File: config.mk
export PLATFORM = sky130hd
export DESIGN_NAME = flp_acc_seq_flat
export DESIGN_NICKNAME = d
export VERILOG_FILES = /design/src/rtl/flp_pkg.sv /design/src/rtl/flp_acc_seq_if.sv /design/src/rtl/flp_acc_seq.sv /design/src/flat_wrapper.sv
export SDC_FILE = /design/constraint.sdc
export NUM_CORES = 1
export LEC_CHECK = 0
export ABC_AREA = 1
export CORE_MARGIN = 4
export CORE_UTILIZATION = 46
export CTS_CLUSTER_DIAMETER = 60
export DETAILED_ROUTE_END_ITERATION = 16
export PLACE_DENSITY = 0.86
export SLEW_MARGIN = 20
export SYNTH_ARGS = -nofsm -noshare
export SYNTH_HDL_FRONTEND = slang
export SYNTH_SLANG_ARGS = --single-unit
File: constraint.sdc
create_clock -name clk -period 2.65 [get_ports clk]
set_input_delay 0.795 -clock clk [delete_from_list [all_inputs] [get_ports clk]]
set_output_delay 0.795 -clock clk [all_outputs]
set_load 0.05 [all_outputs]
File: src/rtl/flp_pkg.sv
// Shared FP32 field widths, accumulator FSM state type and exponent helper.
package flp_pkg;

    localparam int FLP_W = 32;
    localparam int EXP_W = 8;
    localparam int MAN_W = 23;

    typedef enum logic [1:0] {
        IDLE  = 2'd0,
        ACCUM = 2'd1,
        DONE  = 2'd2
    } state_t;

    // True for zero and denormal encodings (biased exponent field all zeros).
    function automatic logic is_zero_exp(input logic [FLP_W-1:0] x);
        return (x[FLP_W-2 -: EXP_W] == '0);
    endfunction

endpackage

File: src/rtl/flp_acc_seq_if.sv
// Stream, result and external-adder signals of the FP32 accumulator.
interface flp_acc_seq_if
    import flp_pkg::*;
#(
    parameter int LEN_W = 8
);

    logic             start;
    logic [LEN_W-1:0] len;
    logic             in_valid;
    logic [FLP_W-1:0] in_data;
    logic             in_ready;
    logic [FLP_W-1:0] add_a;
    logic [FLP_W-1:0] add_b;
    logic [FLP_W-1:0] add_d;
    logic             out_valid;
    logic [FLP_W-1:0] out_data;
    logic             out_ready;
    logic             busy;

    // master: parent side that owns the stream, the consumer and the adder
    modport master (
        output start, len, in_valid, in_data, out_ready, add_d,
        input  in_ready, out_valid, out_data, busy, add_a, add_b
    );

    modport slave (
        input  start, len, in_valid, in_data, out_ready, add_d,
        output in_ready, out_valid, out_data, busy, add_a, add_b
    );

endinterface

File: src/rtl/flp_acc_seq.sv
// Sequential FP32 accumulator around an external combinational adder.
// Optional macro FLP_ACC_ZERO_BYPASS_EN skips zero/denormal operands.
//
// state | meaning
// IDLE  | waiting for start; len latched on start
// ACCUM | accepting elements, one per cycle, acc folded through adder
// DONE  | sum held on out_data until out_ready
module flp_acc_seq
    import flp_pkg::*;
#(
    parameter int LEN_W = 8
) (
    input  logic          clk,
    input  logic          rst_n,
    flp_acc_seq_if.slave  bus
);

    state_t           state;
    logic [FLP_W-1:0] acc;
    logic [LEN_W-1:0] remaining;
    logic             first;
    logic             in_ready_q;
    logic             out_valid_q;
    logic [FLP_W-1:0] out_data_q;
    logic [FLP_W-1:0] acc_next;
    logic             xfer;

    assign xfer          = bus.in_valid && in_ready_q;
    assign bus.in_ready  = in_ready_q;
    assign bus.out_valid = out_valid_q;
    assign bus.out_data  = out_data_q;
    assign bus.busy      = (state != IDLE);
    assign bus.add_a     = acc;
    assign bus.add_b     = (state == ACCUM) ? bus.in_data : '0;

    // The first element seeds acc directly so no clear-to-zero pass is needed.
    always_comb begin
        acc_next = bus.add_d;
        if (first) begin
            acc_next = bus.in_data;
        end else begin
`ifdef FLP_ACC_ZERO_BYPASS_EN
            if (is_zero_exp(bus.in_data)) begin
                acc_next = acc;
            end else if (is_zero_exp(acc)) begin
                acc_next = bus.in_data;
            end
`else
            acc_next = bus.add_d;
`endif
        end
    end

    always_ff @(posedge clk or negedge rst_n) begin
        if (!rst_n) begin
            state       <= IDLE;
            acc         <= '0;
            remaining   <= '0;
            first       <= 1'b0;
            in_ready_q  <= 1'b0;
            out_valid_q <= 1'b0;
            out_data_q  <= '0;
        end else begin
            case (state)
                IDLE: begin
                    if (bus.start) begin
                        if (bus.len != '0) begin
                            state      <= ACCUM;
                            remaining  <= bus.len;
                            first      <= 1'b1;
                            in_ready_q <= 1'b1;
                        end else begin
                            state       <= DONE;
                            out_data_q  <= '0;
                            out_valid_q <= 1'b1;
                        end
                    end
                end
                ACCUM: begin
                    if (xfer) begin
                        acc       <= acc_next;
                        first     <= 1'b0;
                        remaining <= remaining - 1'b1;
                        if (remaining == LEN_W'(1)) begin
                            state       <= DONE;
                            out_data_q  <= acc_next;
                            out_valid_q <= 1'b1;
                            in_ready_q  <= 1'b0;
                        end
                    end
                end
                DONE: begin
                    if (bus.out_ready) begin
                        state       <= IDLE;
                        out_valid_q <= 1'b0;
                    end
                end
                default: begin
                    state       <= IDLE;
                    in_ready_q  <= 1'b0;
                    out_valid_q <= 1'b0;
                end
            endcase
        end
    end

endmodule

File: src/flat_wrapper.sv
// flat-port wrapper written by rule: the top's interface ports become plain ports
module flp_acc_seq_flat import flp_pkg::*;
#(
    parameter int LEN_W = 8
)
  (clk, rst_n, bus_start, bus_len, bus_in_valid, bus_in_data, bus_out_ready, bus_add_d, bus_in_ready, bus_out_valid, bus_out_data, bus_busy, bus_add_a, bus_add_b);
  flp_acc_seq_if #(.LEN_W(LEN_W)) bus_i ();
  input  logic clk;
  input  logic rst_n;
  input wire logic [$bits(bus_i.start)-1:0] bus_start;
  input wire logic [$bits(bus_i.len)-1:0] bus_len;
  input wire logic [$bits(bus_i.in_valid)-1:0] bus_in_valid;
  input wire logic [$bits(bus_i.in_data)-1:0] bus_in_data;
  input wire logic [$bits(bus_i.out_ready)-1:0] bus_out_ready;
  input wire logic [$bits(bus_i.add_d)-1:0] bus_add_d;
  output wire logic [$bits(bus_i.in_ready)-1:0] bus_in_ready;
  output wire logic [$bits(bus_i.out_valid)-1:0] bus_out_valid;
  output wire logic [$bits(bus_i.out_data)-1:0] bus_out_data;
  output wire logic [$bits(bus_i.busy)-1:0] bus_busy;
  output wire logic [$bits(bus_i.add_a)-1:0] bus_add_a;
  output wire logic [$bits(bus_i.add_b)-1:0] bus_add_b;
  assign bus_i.start = bus_start;
  assign bus_i.len = bus_len;
  assign bus_i.in_valid = bus_in_valid;
  assign bus_i.in_data = bus_in_data;
  assign bus_i.out_ready = bus_out_ready;
  assign bus_i.add_d = bus_add_d;
  assign bus_in_ready = bus_i.in_ready;
  assign bus_out_valid = bus_i.out_valid;
  assign bus_out_data = bus_i.out_data;
  assign bus_busy = bus_i.busy;
  assign bus_add_a = bus_i.add_a;
  assign bus_add_b = bus_i.add_b;
  flp_acc_seq #(.LEN_W(LEN_W)) u_core (.clk(clk), .rst_n(rst_n), .bus(bus_i));
endmodule
==> flow_summary.yaml, run 1 <==
# generated from flow reports
detailed_routing:
  drc: 0
  drt_iter0_drc: 215
  dr_wl_met2_mm: 6.68
  highest_layer: "met4"
  viasPerCell: 5.25
  antenna_left: 0
  wl_met3_mm: 1.07
  totalWireLength_mm: 13.0
  dr.pass1.iters: 5
  via_count: 4382
  routedLengthMet1_mm: 5.03
  routedWlPerCell_um: 15.6
floorplanning:
  die_width_um: 102
  fp-row-count: 34
  io_pins: 176
  dieHeight_um: 102
  chipArea_sq_um: 10400
  core_sq_um: 8680
  fp_util_pct: 46.9
worst_setup_path:
  required_ns: 1.86
  critPathTopFamily: "buffers and inverters"
  crit_buf_inv: 3
  worstSetupStartpointType: "input pin"
  startpoint: "bus_in_data[30]"
  r2r_end: "u_core.bus.add_a[2]"
  critPathMaxStageDelay_ns: 0.47
  cp.depth: 4
  r2r_slack_ns: 0.61
  r2r_cells: 5
  reg2reg_from: "u_core.state[1]"
  crit_path_end: "bus_add_b[30]"
  crit_path_end_kind: "primary output"
  critPathKind: "in -> out"
  critPathSlowestCell: "clkdlybuf4s50_1"
  cp.arrival_ns: 1.69
  path_cells: "clkdlybuf4s50_1, inv_1, nor2_1, buf_12"
  crit_fanout: 2
placement:
  io_buffers: 175
  gp_congestion: 0.849
  dp_slack_ns: 0.143
  place_hpwl_mm: 9.55
  post_dp_cell_area_sq_um: 6200
global_routing:
  grt_busiest_layer: "met2"
  grt_pass1_wl_mm: 20.7
  met3_usage_pct: 6.21
  overflow: 0
  antenna_found_initial: 0
  use_met1_pct: 31.3
  grt_util_all_layers_pct: 25.0
  grt_max_degree: 65
  grt_use_met2_pct: 43.3
  grt_pass1_vias: 4311
logic_synthesis:
  yosys_area_sq_um: 4070
  yosys.area_share.aoi_pct: 9.72
  ys_seq_share_pct: 47.4
  postSynthCellCount: 557
  simple_gate_share_pct: 33.0
  ys_warn_count: 0
  mux_area_share_pct: 0
  syn_area_per_cell_sq_um: 7.30
  logic_family: "simple AND/OR/NAND/NOR gates"
  syn-num-nets: 636
  synth_cell_types: 22
  yosys_register_bits: 77
  synthXorXnorAreaFrac_pct: 0
sta:
  fmax_mhz: 402
  layout_min_cycle_time_ns: 2.49
  fin_ws_ns: 0.162
  hold_viol: 0
  rsz0062_at_grt: "no"
  maxSlewHeadroom_pct: 35.6
  setup_viol: 0
  finalClockPeriodUsage_pct: 93.9
  worst_pin_slew_ns: 0.966
layout:
  num_antenna_cells: 0
  final_cells: 835
  regArea_sq_um: 1930
  final_cell_mix: "nand2_1, clkdlybuf4s50_1, nor2_1"
  mostFrequentLayoutCell: "nand2_1"
  fillerInstances: 638
  fin_area_sq_um: 6420
  area_growth_pct: 57.9
  drive_gt1_share_pct: 10.3
  final_util_pct: 74.0
  final_nets: 801
clock_network:
  cts_tree: "built"
  clockBufferDepth: 2
  h-tree-depth: 3
  hold_buffers: 0
  postCtsSetupBuffers: 0
  cts_resized: 0
  clkTransAtPathRegs_ns: 0.08
  insertion_delay_ns: 0.34
  cts.sinks: 77
  clockRootBuffer: "clkbuf_8"
job:
  tool_warnings: 28
  drv_cap: 0
power:
  powerSeq_mw: 1.19
  power_density_nw_per_um2: 405
  power.internal_mw: 1.94
  cellLeakagePower_nw: 3.08
  swShare_pct: 25.4
  pg_comb_mw: 0.468
  vdd_drop_max_mv: 0.287
  fin_total_pwr_mw: 2.60
  top_power_group: "registers"
  power_frac_seq_pct: 45.6
  switchingPower_mw: 0.659
  pwr-share-comb_pct: 18.0
  clock_power_share_pct: 36.4
run_status:
  status: "finished clean"
hold_path:
  hp-class: "in -> async"
run 1: layout make-up:
cell class              count  area share (%)
multi-input cells         395            27.6
clock buffers              12            2.10
clock inverters             4            1.13
well taps                 108            2.10
inverters                  49            2.86
flip-flops and latches     77            30.0
repair buffers            190            34.2
run 1: synthesized netlist by cell type:
cell	count	share of area, %
nand2_1	173	16
nor2_1	81	7.5
dfrtp_1	77	47
o21ai_0	74	9.1
inv_1	45	4.2
nand4_1	36	5.5
nand3_1	17	2.1
buf_2	14	1.7
clkbuf_1	13	1.2
buf_4	7	1.3
inv_2	4	0.37
buf_6	2	0.55
ha_1	2	0.62
nand2_2	2	0.31
nor2_2	2	0.31
or2_0	2	0.31
a21oi_2	1	0.22
nand2_4	1	0.28
nand3_2	1	0.25
nand3b_1	1	0.18
nor2_4	1	0.28
o21ai_4	1	0.40
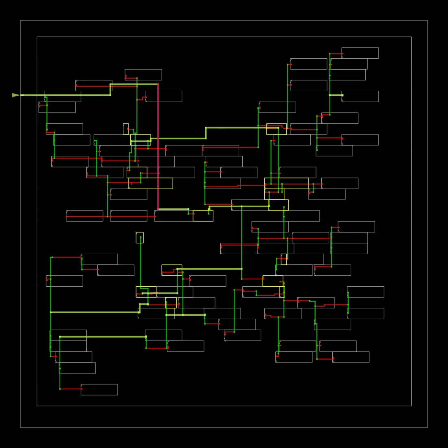
run_1/final_clocks.png
post-route clock skew: 0.00873 ns
total CTS buffers: 9
# clk buffers: 12

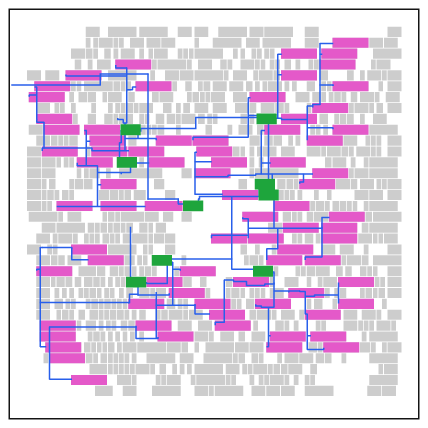
run_1/clock_map.png
(4 px per um)
legend:
  green:
    item: cells driving clock nets
    count: 9
  magenta:
    item: flip-flops
    count: 77
  blue:
    item: clock wires
    length: 919 um
flops lie: widely spread

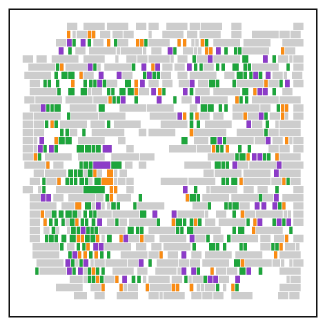
run_1/gate_families.png
(3 px per um)
legend:
  purple:
    family: inverting AOI/OAI gates
    cells: 76
    where: widely spread
  orange:
    family: NOR gates
    cells: 84
    where: widely spread
  green:
    family: NAND gates
    cells: 231
    where: widely spread

run_1/metal_stack.png
(3 px per um)
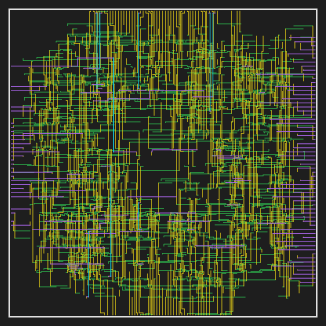

--- run 2 (diff from run 1) ---
Settings changed: SETUP_SLACK_MARGIN from default to 0.1.
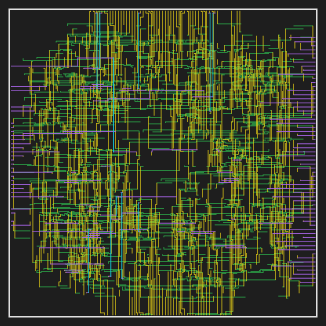
run_2/metal_stack.png
(3 px per um)
legend:
  yellow:
    layer: met2
    wire_length: 6650 um
  green:
    layer: met1
    wire_length: 5060 um
  cyan:
    layer: met4
    wire_length: 263 um
  purple:
    layer: met3
    wire_length: 1040 um

==> run 2 against run 1 <==
Critical path depth stayed put; clock power hardly changed; sequential power is essentially flat; maximum frequency hardly changed; wire length grew 0.11%; flip-flop count stayed put; first-iteration DRC count grew 22%; cell area about the same; clock skew about the same; via count rose by 0.23%; area after synthesis unchanged.
==> flow_summary.yaml, run 2 <==
# generated from flow reports
job:
  tool_warnings: 28
  drv_cap: 0
power:
  switchingPower_mw: 0.661
  top_power_group: "registers"
  cellLeakagePower_nw: 3.08
  pg_comb_mw: 0.468
  powerSeq_mw: 1.19
  pwr-share-comb_pct: 18.0
  clock_power_share_pct: 36.4
  fin_total_pwr_mw: 2.60
  power.internal_mw: 1.94
  power_density_nw_per_um2: 405
  vdd_drop_max_mv: 0.287
  power_frac_seq_pct: 45.6
  swShare_pct: 25.4
logic_synthesis:
  simple_gate_share_pct: 33.0
  ys_async_sr_fraction_pct: 100
  syn-num-nets: 636
  postSynthCellCount: 557
  synth_top_flop_cell: "dfrtp_1"
  synth_top_area_share_pct: 47.4
  yosys_register_bits: 77
  yosysTopAreaCell: "dfrtp_1"
  syn_area_per_cell_sq_um: 7.30
  synthXorXnorAreaFrac_pct: 0
  yosys.area_share.aoi_pct: 9.72
  edf_count: 0
  synthTopCellsByCount: "nand2_1, nor2_1, dfrtp_1"
  ys_warn_count: 0
  ys_seq_share_pct: 47.4
  synth_cell_types: 22
  area_leaders: "dfrtp_1, nand2_1, o21ai_0"
  synth.most_common_cell: "nand2_1"
  mux_area_share_pct: 0
  logic_family: "simple AND/OR/NAND/NOR gates"
  yosys_area_sq_um: 4070
global_routing:
  grt_pass1_wl_mm: 20.8
  overflow: 0
  grt_pass1_vias: 4320
  antenna_found_initial: 0
  met3_usage_pct: 6.08
  grt_busiest_layer: "met2"
  grt_util_all_layers_pct: 25.0
  grt_use_met2_pct: 43.3
  use_met1_pct: 31.4
layout:
  final_nets: 801
  final_cells: 835
  fillerInstances: 639
  fin_area_sq_um: 6420
  regArea_sq_um: 1930
  comb_share_pct: 27.6
  mostFrequentLayoutCell: "nand2_1"
  seq_area_share_pct: 30.0
  clock_buffers: 12
  final_cell_mix: "nand2_1, clkdlybuf4s50_1, nor2_1"
  final-clk-cell-share_pct: 3.23
  num_antenna_cells: 0
  final_util_pct: 74.0
  drive_gt1_share_pct: 10.5
  area_growth_pct: 57.9
  seq_cell_count: 77
  buf_share_pct: 34.2
  n_all_inverters: 49
  largest_cell_class: "buffers"
floorplanning:
  dieHeight_um: 102
  core_sq_um: 8680
  fp_util_pct: 46.9
  io_pins: 176
  fp-row-count: 34
  num_tap_cells: 108
  chipArea_sq_um: 10400
  die_width_um: 102
worst_setup_path:
  crit_fanout: 2
  critPathMaxStageDelay_ns: 0.47
  worstSetupStartpointType: "input pin"
  critPathTopFamily: "buffers and inverters"
  startpoint: "bus_in_data[30]"
  r2r_slack_ns: 0.60
  critPathSlowestCell: "clkdlybuf4s50_1"
  crit_buf_inv: 3
  cp.depth: 4
  required_ns: 1.86
  path_cells: "clkdlybuf4s50_1, inv_1, nor2_1, buf_12"
  cp.arrival_ns: 1.69
  reg2reg_from: "u_core.state[1]"
  critPathKind: "in -> out"
  crit_path_end_kind: "primary output"
  r2r_cells: 5
placement:
  dp_slack_ns: 0.143
  io_buffers: 175
  post_dp_cell_area_sq_um: 6200
  gp_congestion: 0.849
  place_hpwl_mm: 9.55
sta:
  worst_pin_slew_ns: 0.965
  finalClockPeriodUsage_pct: 93.9
  rsz0062_at_grt: "yes"
  hold_viol: 0
  fin_worst_skew_ns: 0.00848
  layout_min_cycle_time_ns: 2.49
  drv_slew: 0
  setup_viol: 0
  maxSlewHeadroom_pct: 35.7
  fmax_mhz: 402
clock_network:
  cts.sinks: 77
  postCtsSetupBuffers: 0
  cts_tree: "built"
  hold_buffers: 0
  clkTransAtPathRegs_ns: 0.08
  h-tree-depth: 3
  cts_made_buffers: 9
  clockRootBuffer: "clkbuf_8"
  insertion_delay_ns: 0.34
detailed_routing:
  wl_met3_mm: 1.04
  routedLengthMet1_mm: 5.06
  via_count: 4392
  routedWlPerCell_um: 15.6
  viasPerCell: 5.26
  dr_wl_met2_mm: 6.65
  dr.pass1.iters: 5
  drt_iter0_drc: 263
  highest_layer: "met4"
  totalWireLength_mm: 13.0
run_status:
  status: "finished clean"
hold_path:
  hp-class: "in -> async"
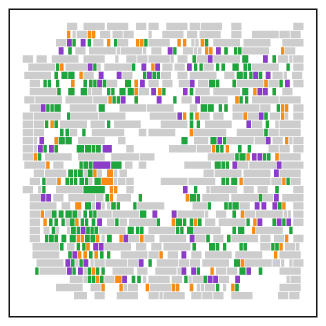
run_2/gate_families.png
(3 px per um)
legend:
  orange:
    family: NOR gates
    cells: 84
    where: widely spread
  green:
    family: NAND gates
    cells: 231
    where: widely spread
  purple:
    family: inverting AOI/OAI gates
    cells: 76
    where: widely spread

[run 2: netlist changes by cell type in the layout (fill, tap and decap cells not counted), sizes merged]
cell | before | now
dlymetal6s2s | 1 | 0
dlygate4sd2 | 0 | 1
[run 2: worst paths after layout]
check,to
min in group clk,u_core.bus.out_data[19]
setup reg to reg,u_core.bus.add_a[2]
hold reg to reg,u_core.bus.out_data[19]
max in group asynchronous,u_core.first
hold / removal,u_core.bus.add_a[19]
setup / recovery,bus_add_b[30]
[run 2: timing repair]
item | 4_1_cts | 5_1_grt
endpoints found under the setup margin | 33 | 21
gates resized | 2 | 1
pin swaps | 0 | 1
--- run 3 (diff from run 2) ---
Settings changed: CTS_CLUSTER_DIAMETER 60 to default, CTS_CLUSTER_SIZE from default to 12.
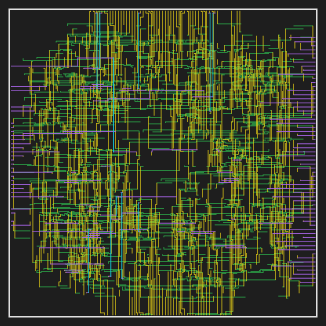
run_3/metal_stack.png
(3 px per um)
legend:
  cyan:
    layer: met4
    wire_length: 263 um
  green:
    layer: met1
    wire_length: 5060 um
  yellow:
    layer: met2
    wire_length: 6650 um
  purple:
    layer: met3
    wire_length: 1040 um

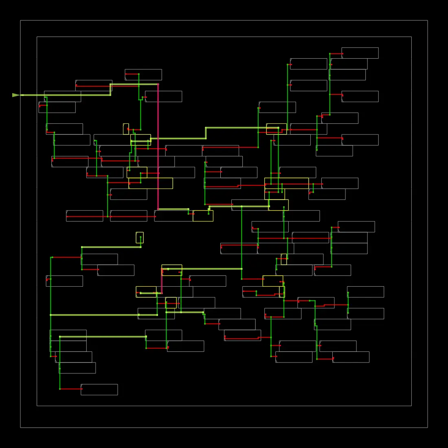
run_3/final_clocks.png
Clock Latency Late Sink: 0.34 ns
flop count: 77
post-route clock skew: 0.00848 ns

==> run 3 against run 2 <==
Core utilization stayed put; synthesized cell count unchanged; register-to-register slack hardly changed; worst setup slack is the same; largest cell class unchanged; highest routed layer unchanged.
==> flow_summary.yaml, run 3 <==
# generated from flow reports
run_status:
  status: "finished clean"
clock_network:
  postCtsSetupBuffers: 0
  cts_tree: "built"
  cts_resized: 2
  h-tree-depth: 3
  cts_made_buffers: 9
  cts.sinks: 77
  hold_buffers: 0
  clkTransAtPathRegs_ns: 0.08
  clockRootBuffer: "clkbuf_8"
power:
  vdd_drop_max_mv: 0.287
  cellLeakagePower_nw: 3.08
  power_density_nw_per_um2: 405
  clock_power_share_pct: 36.4
  swShare_pct: 25.4
  pwr-share-comb_pct: 18.0
  power.internal_mw: 1.94
  switchingPower_mw: 0.661
  power_frac_seq_pct: 45.6
layout:
  area_growth_pct: 57.9
  seq_area_share_pct: 30.0
  clock_buffers: 12
  final-clk-cell-share_pct: 3.23
  mostFrequentLayoutCell: "nand2_1"
  drive_gt1_share_pct: 10.5
  n_all_inverters: 49
  buf_share_pct: 34.2
  largest_cell_class: "buffers"
  final_cell_mix: "nand2_1, clkdlybuf4s50_1, nor2_1"
  final_util_pct: 74.0
  regArea_sq_um: 1930
  fillerInstances: 639
  final_nets: 801
  comb_share_pct: 27.6
  num_antenna_cells: 0
  final_cells: 835
  fin_area_sq_um: 6420
floorplanning:
  fp-row-count: 34
  fp_util_pct: 46.9
  dieHeight_um: 102
  num_tap_cells: 108
  die_width_um: 102
  core_sq_um: 8680
  io_pins: 176
  chipArea_sq_um: 10400
placement:
  post_dp_cell_area_sq_um: 6200
  io_buffers: 175
  place_hpwl_mm: 9.55
  placed_cells: 819
  gp_congestion: 0.849
detailed_routing:
  routedWlPerCell_um: 15.6
  viasPerCell: 5.26
  highest_layer: "met4"
  drt_iter0_drc: 263
  routedLengthMet1_mm: 5.06
  via_count: 4392
  wl_met3_mm: 1.04
  dr_wl_met2_mm: 6.65
  totalWireLength_mm: 13.0
  dr.pass1.iters: 5
worst_setup_path:
  crit_fanout: 2
  cp.depth: 4
  path_cells: "clkdlybuf4s50_1, inv_1, nor2_1, buf_12"
  required_ns: 1.86
  critPathKind: "in -> out"
  critPathMaxStageDelay_ns: 0.47
  startpoint: "bus_in_data[30]"
  crit_path_end: "bus_add_b[30]"
  crit_buf_inv: 3
  r2r_slack_ns: 0.60
  reg2reg_from: "u_core.state[1]"
  crit_path_end_kind: "primary output"
  critPathSlowestCell: "clkdlybuf4s50_1"
  worstSetupStartpointType: "input pin"
  r2r_cells: 5
  critPathTopFamily: "buffers and inverters"
  cp.arrival_ns: 1.69
  r2r_end: "u_core.bus.add_a[2]"
sta:
  layout_min_cycle_time_ns: 2.49
  rsz0062_at_grt: "yes"
  setup_viol: 0
  worst_pin_slew_ns: 0.965
  finalClockPeriodUsage_pct: 93.9
  hold_viol: 0
  fmax_mhz: 402
  drv_slew: 0
  maxSlewHeadroom_pct: 35.7
logic_synthesis:
  logic_family: "simple AND/OR/NAND/NOR gates"
  ys_seq_share_pct: 47.4
  synthXorXnorAreaFrac_pct: 0
  yosys.area_share.aoi_pct: 9.72
  syn_area_per_cell_sq_um: 7.30
  synth_top_area_share_pct: 47.4
  ys_warn_count: 0
  synth_cell_types: 22
  yosys_area_sq_um: 4070
  yosysTopAreaCell: "dfrtp_1"
  edf_count: 0
  ys_async_sr_fraction_pct: 100
  postSynthCellCount: 557
  synth_top_flop_cell: "dfrtp_1"
  synth.most_common_cell: "nand2_1"
  syn-num-nets: 636
  syn_area_sq_um: 4070
  mux_area_share_pct: 0
  yosys_register_bits: 77
  area_leaders: "dfrtp_1, nand2_1, o21ai_0"
  simple_gate_share_pct: 33.0
  synthTopCellsByCount: "nand2_1, nor2_1, dfrtp_1"
global_routing:
  met3_usage_pct: 6.08
  grt_pass1_vias: 4320
  grt_use_met2_pct: 43.3
  overflow: 0
  grt_util_all_layers_pct: 25.0
  use_met1_pct: 31.4
  grt_pass1_wl_mm: 20.8
  antenna_found_initial: 0
  grt_busiest_layer: "met2"
job:
  drv_cap: 0
  tool_warnings: 28
hold_path:
  hp-class: "in -> async"
==> run 3: cell counts in the layout (fill, tap and decap cells not counted) <==
Identical to the previous run, type by type.
==> run 3: power groups by stage <==
| stage | combinational, mW | sequential [mW] | clock [mW] |
|---|---|---|---|
| global placement | 0.459 | 1.21 | 0 |
| global route | 0.502 | 1.19 | 1.02 |
| detailed placement | 0.468 | 1.21 | 0 |
| finish | 0.468 | 1.19 | 0.947 |
| CTS | 0.471 | 1.19 | 0.958 |
| floorplan | 0.189 | 1.21 | 0 |
==> run 3: per-stage QoR <==
stage               setup WS (ns)  power (mW)  hold slack (ns)
floorplan                   0.190        1.39            0.463
global placement            0.177        1.67            0.463
detailed placement          0.143        1.68            0.465
CTS                         0.149        2.61            0.449
global route               0.0892        2.71            0.454
finish                      0.161        2.60            0.431
Power and IR drop assume default switching activity.
